File: src/rtl/instr_stream_sequencer_pkg.sv
// Shared types and default constants for the instruction stream sequencer.
package instr_stream_sequencer_pkg;

    localparam int unsigned DATA_W               = 10;
    localparam int unsigned DEFAULT_DEPTH        = 16;
    localparam int unsigned DEFAULT_PULSE_CYCLES = 4;
    localparam int unsigned DEFAULT_GAP_CYCLES   = 4;

    typedef enum logic [1:0] {
        IDLE     = 2'd0,
        PULSE_HI = 2'd1,
        PULSE_LO = 2'd2
    } seq_state_t;

endpackage

File: src/rtl/instr_stream_sequencer_fifo.sv
// Circular word buffer feeding the processor switch input; head word is exposed combinationally.
module seq_fifo10
    import instr_stream_sequencer_pkg::*;
#(
    parameter int unsigned DEPTH = DEFAULT_DEPTH
) (
    input  logic                     clk,
    input  logic                     rst_n,
    input  logic                     flush,
    input  logic                     push,
    input  logic                     pop,
    input  logic [DATA_W-1:0]        wr_data,
    output logic [DATA_W-1:0]        head,
    output logic [$clog2(DEPTH):0]   count,
    output logic                     not_full
);

    localparam int unsigned AW = $clog2(DEPTH);
    localparam int unsigned CW = AW + 1;

    logic [DATA_W-1:0] mem [DEPTH];
    logic [AW-1:0]     wr_ptr;
    logic [AW-1:0]     rd_ptr;
    logic [CW-1:0]     count_q;

    always_ff @(posedge clk or negedge rst_n) begin
        if (!rst_n) begin
            wr_ptr  <= '0;
            rd_ptr  <= '0;
            count_q <= '0;
        end else if (flush) begin
            wr_ptr  <= '0;
            rd_ptr  <= '0;
            count_q <= '0;
        end else begin
            if (push) wr_ptr <= wr_ptr + 1'b1;
            if (pop)  rd_ptr <= rd_ptr + 1'b1;
            case ({push, pop})
                2'b10:   count_q <= count_q + 1'b1;
                2'b01:   count_q <= count_q - 1'b1;
                default: count_q <= count_q;
            endcase
        end
    end

    always_ff @(posedge clk) begin
        if (push && !flush) mem[wr_ptr] <= wr_data;
    end

    assign count    = count_q;
    assign not_full = (count_q < CW'(DEPTH));
    assign head     = (count_q != '0) ? mem[rd_ptr] : '0;

endmodule

File: src/rtl/instr_stream_sequencer.sv
// Steps a processor through buffered switch words by generating Step_Clock pulses.
module instr_stream_sequencer
    import instr_stream_sequencer_pkg::*;
#(
    parameter int unsigned DEPTH        = DEFAULT_DEPTH,
    parameter int unsigned PULSE_CYCLES = DEFAULT_PULSE_CYCLES,
    parameter int unsigned GAP_CYCLES   = DEFAULT_GAP_CYCLES
) (
    input  logic                     Clock_50MHz,
    input  logic                     Reset_n,
    input  logic [DATA_W-1:0]        Wr_Data,
    input  logic                     Wr_Valid,
    output logic                     Wr_Ready,
    input  logic                     Start,
    input  logic                     Abort,
    input  logic                     Ext_Consume,
    input  logic                     Proc_Done,
    output logic [DATA_W-1:0]        Data_To_Switches,
    output logic                     Step_Clock,
    output logic                     Busy,
    output logic [$clog2(DEPTH):0]   Count,
    output logic                     Underrun
);

    localparam int unsigned CW   = $clog2(DEPTH) + 1;
    localparam int unsigned TMAX = (PULSE_CYCLES > GAP_CYCLES) ? PULSE_CYCLES : GAP_CYCLES;
    localparam int unsigned TW   = $clog2(TMAX) + 1;

    seq_state_t    state, state_next;
    logic [TW-1:0] tmr, tmr_next;
    logic          consume_flag, empty_flag;
    logic          pop, push, underrun_set, not_full;
    logic [CW-1:0] count;

    // A full buffer still takes a word when the head leaves on the same edge.
    assign push = Wr_Valid && (not_full || pop) && !Abort;

    seq_fifo10 #(.DEPTH(DEPTH)) u_fifo (
        .clk      (Clock_50MHz),
        .rst_n    (Reset_n),
        .flush    (Abort),
        .push     (push),
        .pop      (pop),
        .wr_data  (Wr_Data),
        .head     (Data_To_Switches),
        .count    (count),
        .not_full (not_full)
    );

    always_ff @(posedge Clock_50MHz or negedge Reset_n) begin
        if (!Reset_n) begin
            state        <= IDLE;
            tmr          <= '0;
            consume_flag <= 1'b0;
            empty_flag   <= 1'b0;
            Underrun     <= 1'b0;
        end else begin
            state <= state_next;
            tmr   <= tmr_next;
            if (state == PULSE_HI && tmr == '0) begin
                consume_flag <= Ext_Consume;
                empty_flag   <= (count == '0);
            end
            if (Abort)             Underrun <= 1'b0;
            else if (underrun_set) Underrun <= 1'b1;
        end
    end

    always_comb begin
        state_next   = state;
        tmr_next     = tmr;
        pop          = 1'b0;
        underrun_set = 1'b0;
        case (state)
            IDLE: begin
                if (Start && count != '0) begin
                    state_next = PULSE_HI;
                    tmr_next   = '0;
                end
            end
            PULSE_HI: begin
                if (tmr == TW'(PULSE_CYCLES - 1)) begin
                    state_next = PULSE_LO;
                    tmr_next   = '0;
                end else begin
                    tmr_next = tmr + 1'b1;
                end
            end
            PULSE_LO: begin
                if (tmr == TW'(GAP_CYCLES - 1)) begin
                    tmr_next = '0;
                    if (consume_flag && empty_flag) begin
                        underrun_set = 1'b1;
                        state_next   = IDLE;
                    end else begin
                        pop = consume_flag && (count != '0);
                        if (Proc_Done && (count - CW'(pop)) == '0) state_next = IDLE;
                        else                                       state_next = PULSE_HI;
                    end
                end else begin
                    tmr_next = tmr + 1'b1;
                end
            end
            default: state_next = IDLE;
        endcase
        if (Abort) begin
            state_next   = IDLE;
            tmr_next     = '0;
            pop          = 1'b0;
            underrun_set = 1'b0;
        end
    end

    assign Wr_Ready   = not_full;
    assign Step_Clock = (state == PULSE_HI);
    assign Busy       = (state != IDLE);
    assign Count      = count;

endmodule

File: config.mk
export PLATFORM = sky130hd
export DESIGN_NAME = instr_stream_sequencer
export DESIGN_NICKNAME = d
export VERILOG_FILES = /design/src/rtl/instr_stream_sequencer_pkg.sv /design/src/rtl/instr_stream_sequencer_fifo.sv /design/src/rtl/instr_stream_sequencer.sv
export SDC_FILE = /design/constraint.sdc
export NUM_CORES = 1
export LEC_CHECK = 0
export ABC_AREA = 1
export ABC_CLOCK_PERIOD_IN_PS = 2700
export CAP_MARGIN = 20
export CELL_PAD_IN_SITES_DETAIL_PLACEMENT = 0
export CELL_PAD_IN_SITES_GLOBAL_PLACEMENT = 1
export CORE_UTILIZATION = 25
export DETAILED_ROUTE_END_ITERATION = 6
export PLACE_DENSITY = 0.51
export SETUP_SLACK_MARGIN = 0.02
export SYNTH_ARGS = -nofsm -noshare
export SYNTH_HDL_FRONTEND = slang
export SYNTH_SLANG_ARGS = --single-unit
File: constraint.sdc
create_clock -name Clock_50MHz -period 2.7 [get_ports Clock_50MHz]
set_input_delay 0.405 -clock Clock_50MHz [delete_from_list [all_inputs] [get_ports Clock_50MHz]]
set_output_delay 0.405 -clock Clock_50MHz [all_outputs]
set_load 0.1 [all_outputs]
**Met3 routing**

(3 px per um)
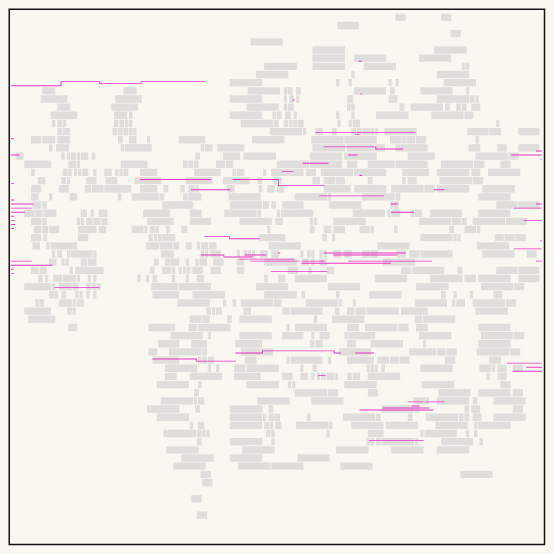
The wires run mostly horizontal. 51 nets have wire on it. The longest straight run is 33.1 um.
final wirelength: 19770 um
via count: 4921
met3 Use GR: 2.635%

**The metal 1 layer**

(1.5 px per um) Supply wires on this layer in gray.
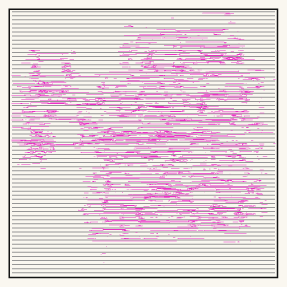
666 nets have wire on it. The longest straight run is 59.3 um. The wires run mostly horizontal.

**Cell density map**

(2 px per um) The die is cut into 18 by 18 equal tiles; white is low, dark blue is high, 0 to 100% covered.
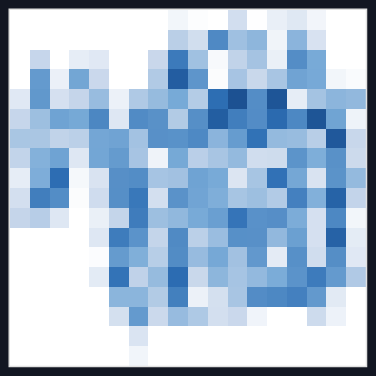
The emptiest ninth of the die: south-west. The mean over all tiles is 29%. The fullest tile reaches 87%. 29% of the tiles are nearly empty.

**Clock wires, drivers and flops**

(2 px per um)
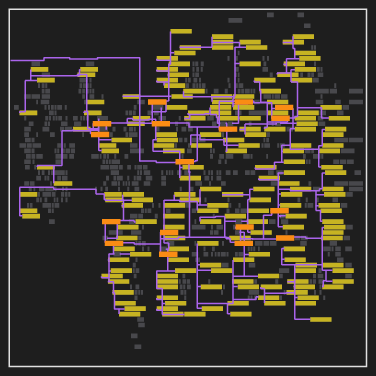
Key: clock wires = purple [length 2100 um]; clock drivers = orange [count 17]; flip-flops = yellow [count 181]
There are 18 routed clock nets.

**Clock routing**

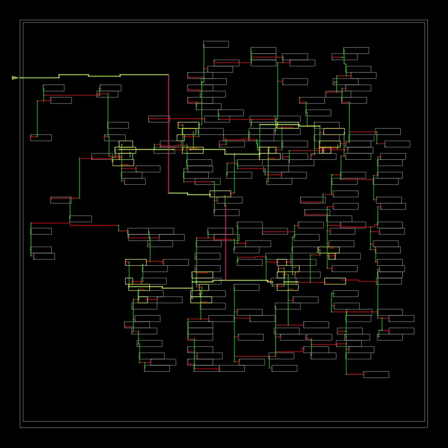
CTS Buf Count: 17
worst-skew pair later-pin latency: 0.43 ns
Flop Count: 181
Final Skew: 0.009699 ns

## metal layers
layer,track usage (%),part of all wire [%],wire (um),vias to the layer above
met4,3.383,0.80,159,0
met2,21.71,49,9727,108
met5,0,0,0,-
met3,2.635,3.7,726,10
li1,-,-,-,2346
met1,17.17,46,9159,2457
## flip-flops by register name, summed over array words and instances (netlist names)
name           count
u_fifo.mem       160
u_fifo.count       5
u_fifo.rd_ptr      4
u_fifo.wr_ptr      4
tmr                3
state              2
Underrun           1
consume_flag       1
empty_flag         1
## power groups by stage
stage	Clock [W]	Sequential, W	Combinational [W]
global route	0.00258	0.00316	0.000957
CTS	0.00248	0.00315	0.000894
floorplan	0	0.00323	0.000577
detailed placement	0	0.00322	0.000891
global placement	0	0.00321	0.000878
finish	0.00241	0.00316	0.000887
==> impl_metrics.tcl <==
# place-and-route summary
set metrics [dict create \
    total_power_w 0.006451 \
    pwr-share-comb_pct 13.7 \
    sh_seq_area_pct 55.45 \
    xor_share_pct 0.5662 \
    finalSetupViolCount 0 \
    ir_drop_uv 482.8 \
    yosysWarningCount 0 \
    detail-route-antenna-nets 0 \
    synth_area_sq_um 7735 \
    fmax_mhz 384.3 \
    worstSetupPathType "register to output port" \
    clkPwrFrac_pct 37.3 \
    path_common_cell "nand2_1" \
    wl_per_cell_um 18.17 \
    cts_root_buf "clkbuf_16" \
    yosysMostFrequentCell "edfxtp_1" \
    netSwitchingPower_w 0.001840 \
    synthCells 611 \
    post-place-cells 1050 \
    synth-area-yosys_sq_um 7735 \
    cts_resized 2 \
    hold_ws_ns 0.4769 \
    hold_viol 0 \
    crit_slowest_cell "dfrtp_4" \
    n_clock_buffer 17 \
    endpoint "Data_To_Switches[1]" \
    critPathBufInv 3 \
    grt_overflow 0 \
    clockBufferDepth 2 \
    n_fill_cell 3062 \
    nNonClkBuffers 77 \
    num_rows 64 \
    slew_violations 0 \
    r2r-end "u_fifo.mem[13][2]" \
    ys_sh_adder_pct 2.847 \
    cp.depth 9 \
    area_growth_syn_to_layout_pct 24.39 \
    slowest_delay_ns 0.52 \
    final-nonclk-buf-share_pct 8.583 \
    simple_gate_area_share_pct 11.00 \
    layout_top_cell "edfxtp_1" \
    comb_area_share_pct 23.34 \
    dp_hpwl_um 12970 \
    antenna_found_initial 0 \
    top_area_share_pct 62.12 \
    path_cells "inv_6, buf_8, nor2_1, o22ai_1, nand2_1, o211ai_1, nand2_1, nor2_4, buf_12" \
    clkSlewWorstSetupHoldPaths_ns 0.07 \
    hold_buffers 0 \
    tightest_slew_ns 0.8697 \
    avgSynthCellArea_sq_um 12.66 \
    nNonClkInverters 34 \
    grt_pass1_vias 5087 \
    drc 0 \
    final_cell_mix "edfxtp_1 (160), nand2_1 (97), nor2_1 (53), buf_4 (43), a21oi_1 (37)" \
    combGateArea_sq_um 2246 \
    status "finished clean" \
    die_y_um 177.9 \
    area_leaders "edfxtp_1 (62%), dfrtp_1 (6.8%), nand2_1 (4.8%)" \
    synth_stat.cells 611 \
    cap_violations 0 \
    edf_count 160 \
    crit_path_max_fanout 14 \
    cp-start-kind "register" \
    reg2reg_from "state[0]" \
    antenna_cells 0 \
    power_frac_seq_pct 48.9 \
    drt_iter0_drc 416 \
    tool_warnings 36 \
    num-nets-final 713 \
    synth_seq_share_pct 68.91 \
    ys_dominant_reg_cell "edfxtp_1" \
    synth_flops 181 \
    aoi_share_pct 9.431 \
    die_x_um 177.9 \
    place_area_sq_um 8907 \
    synthArstFlopShare_pct 11.60 \
    grt_max_degree 39 \
    cts_setup_buffers 4 \
    ios 36 \
    rsz0062_at_grt "yes" \
    syn-num-nets 645 \
    cp.required_ns 2.30 \
    fp_util_pct 25.35 \
    cts_tree "yes" \
    ff2ff_path_depth 11 \
    fin_crit_ns 2.602 \
    design.die.area_sq_um 31650 \
    dpl_worst_slack_ns 0.2466 \
    num_tap_cells 396 \
    ys_types 38 \
    place.gp.congestion 0.7685 \
    swShare_pct 28.53 \
    fin_area_sq_um 9622 \
    grt_pass1_wl_um 29970 \
    crit_family "flip-flops" \
    p_leak_nw 3.423 \
    crit_start "u_fifo.rd_ptr[0]" \
    port_buffers 35 \
    cp-end-kind "output port" \
    slew_headroom_pct 41.84 \
    setup_slack_ns 0.09779 \
]
Power is estimated from default activity; no workload was simulated.
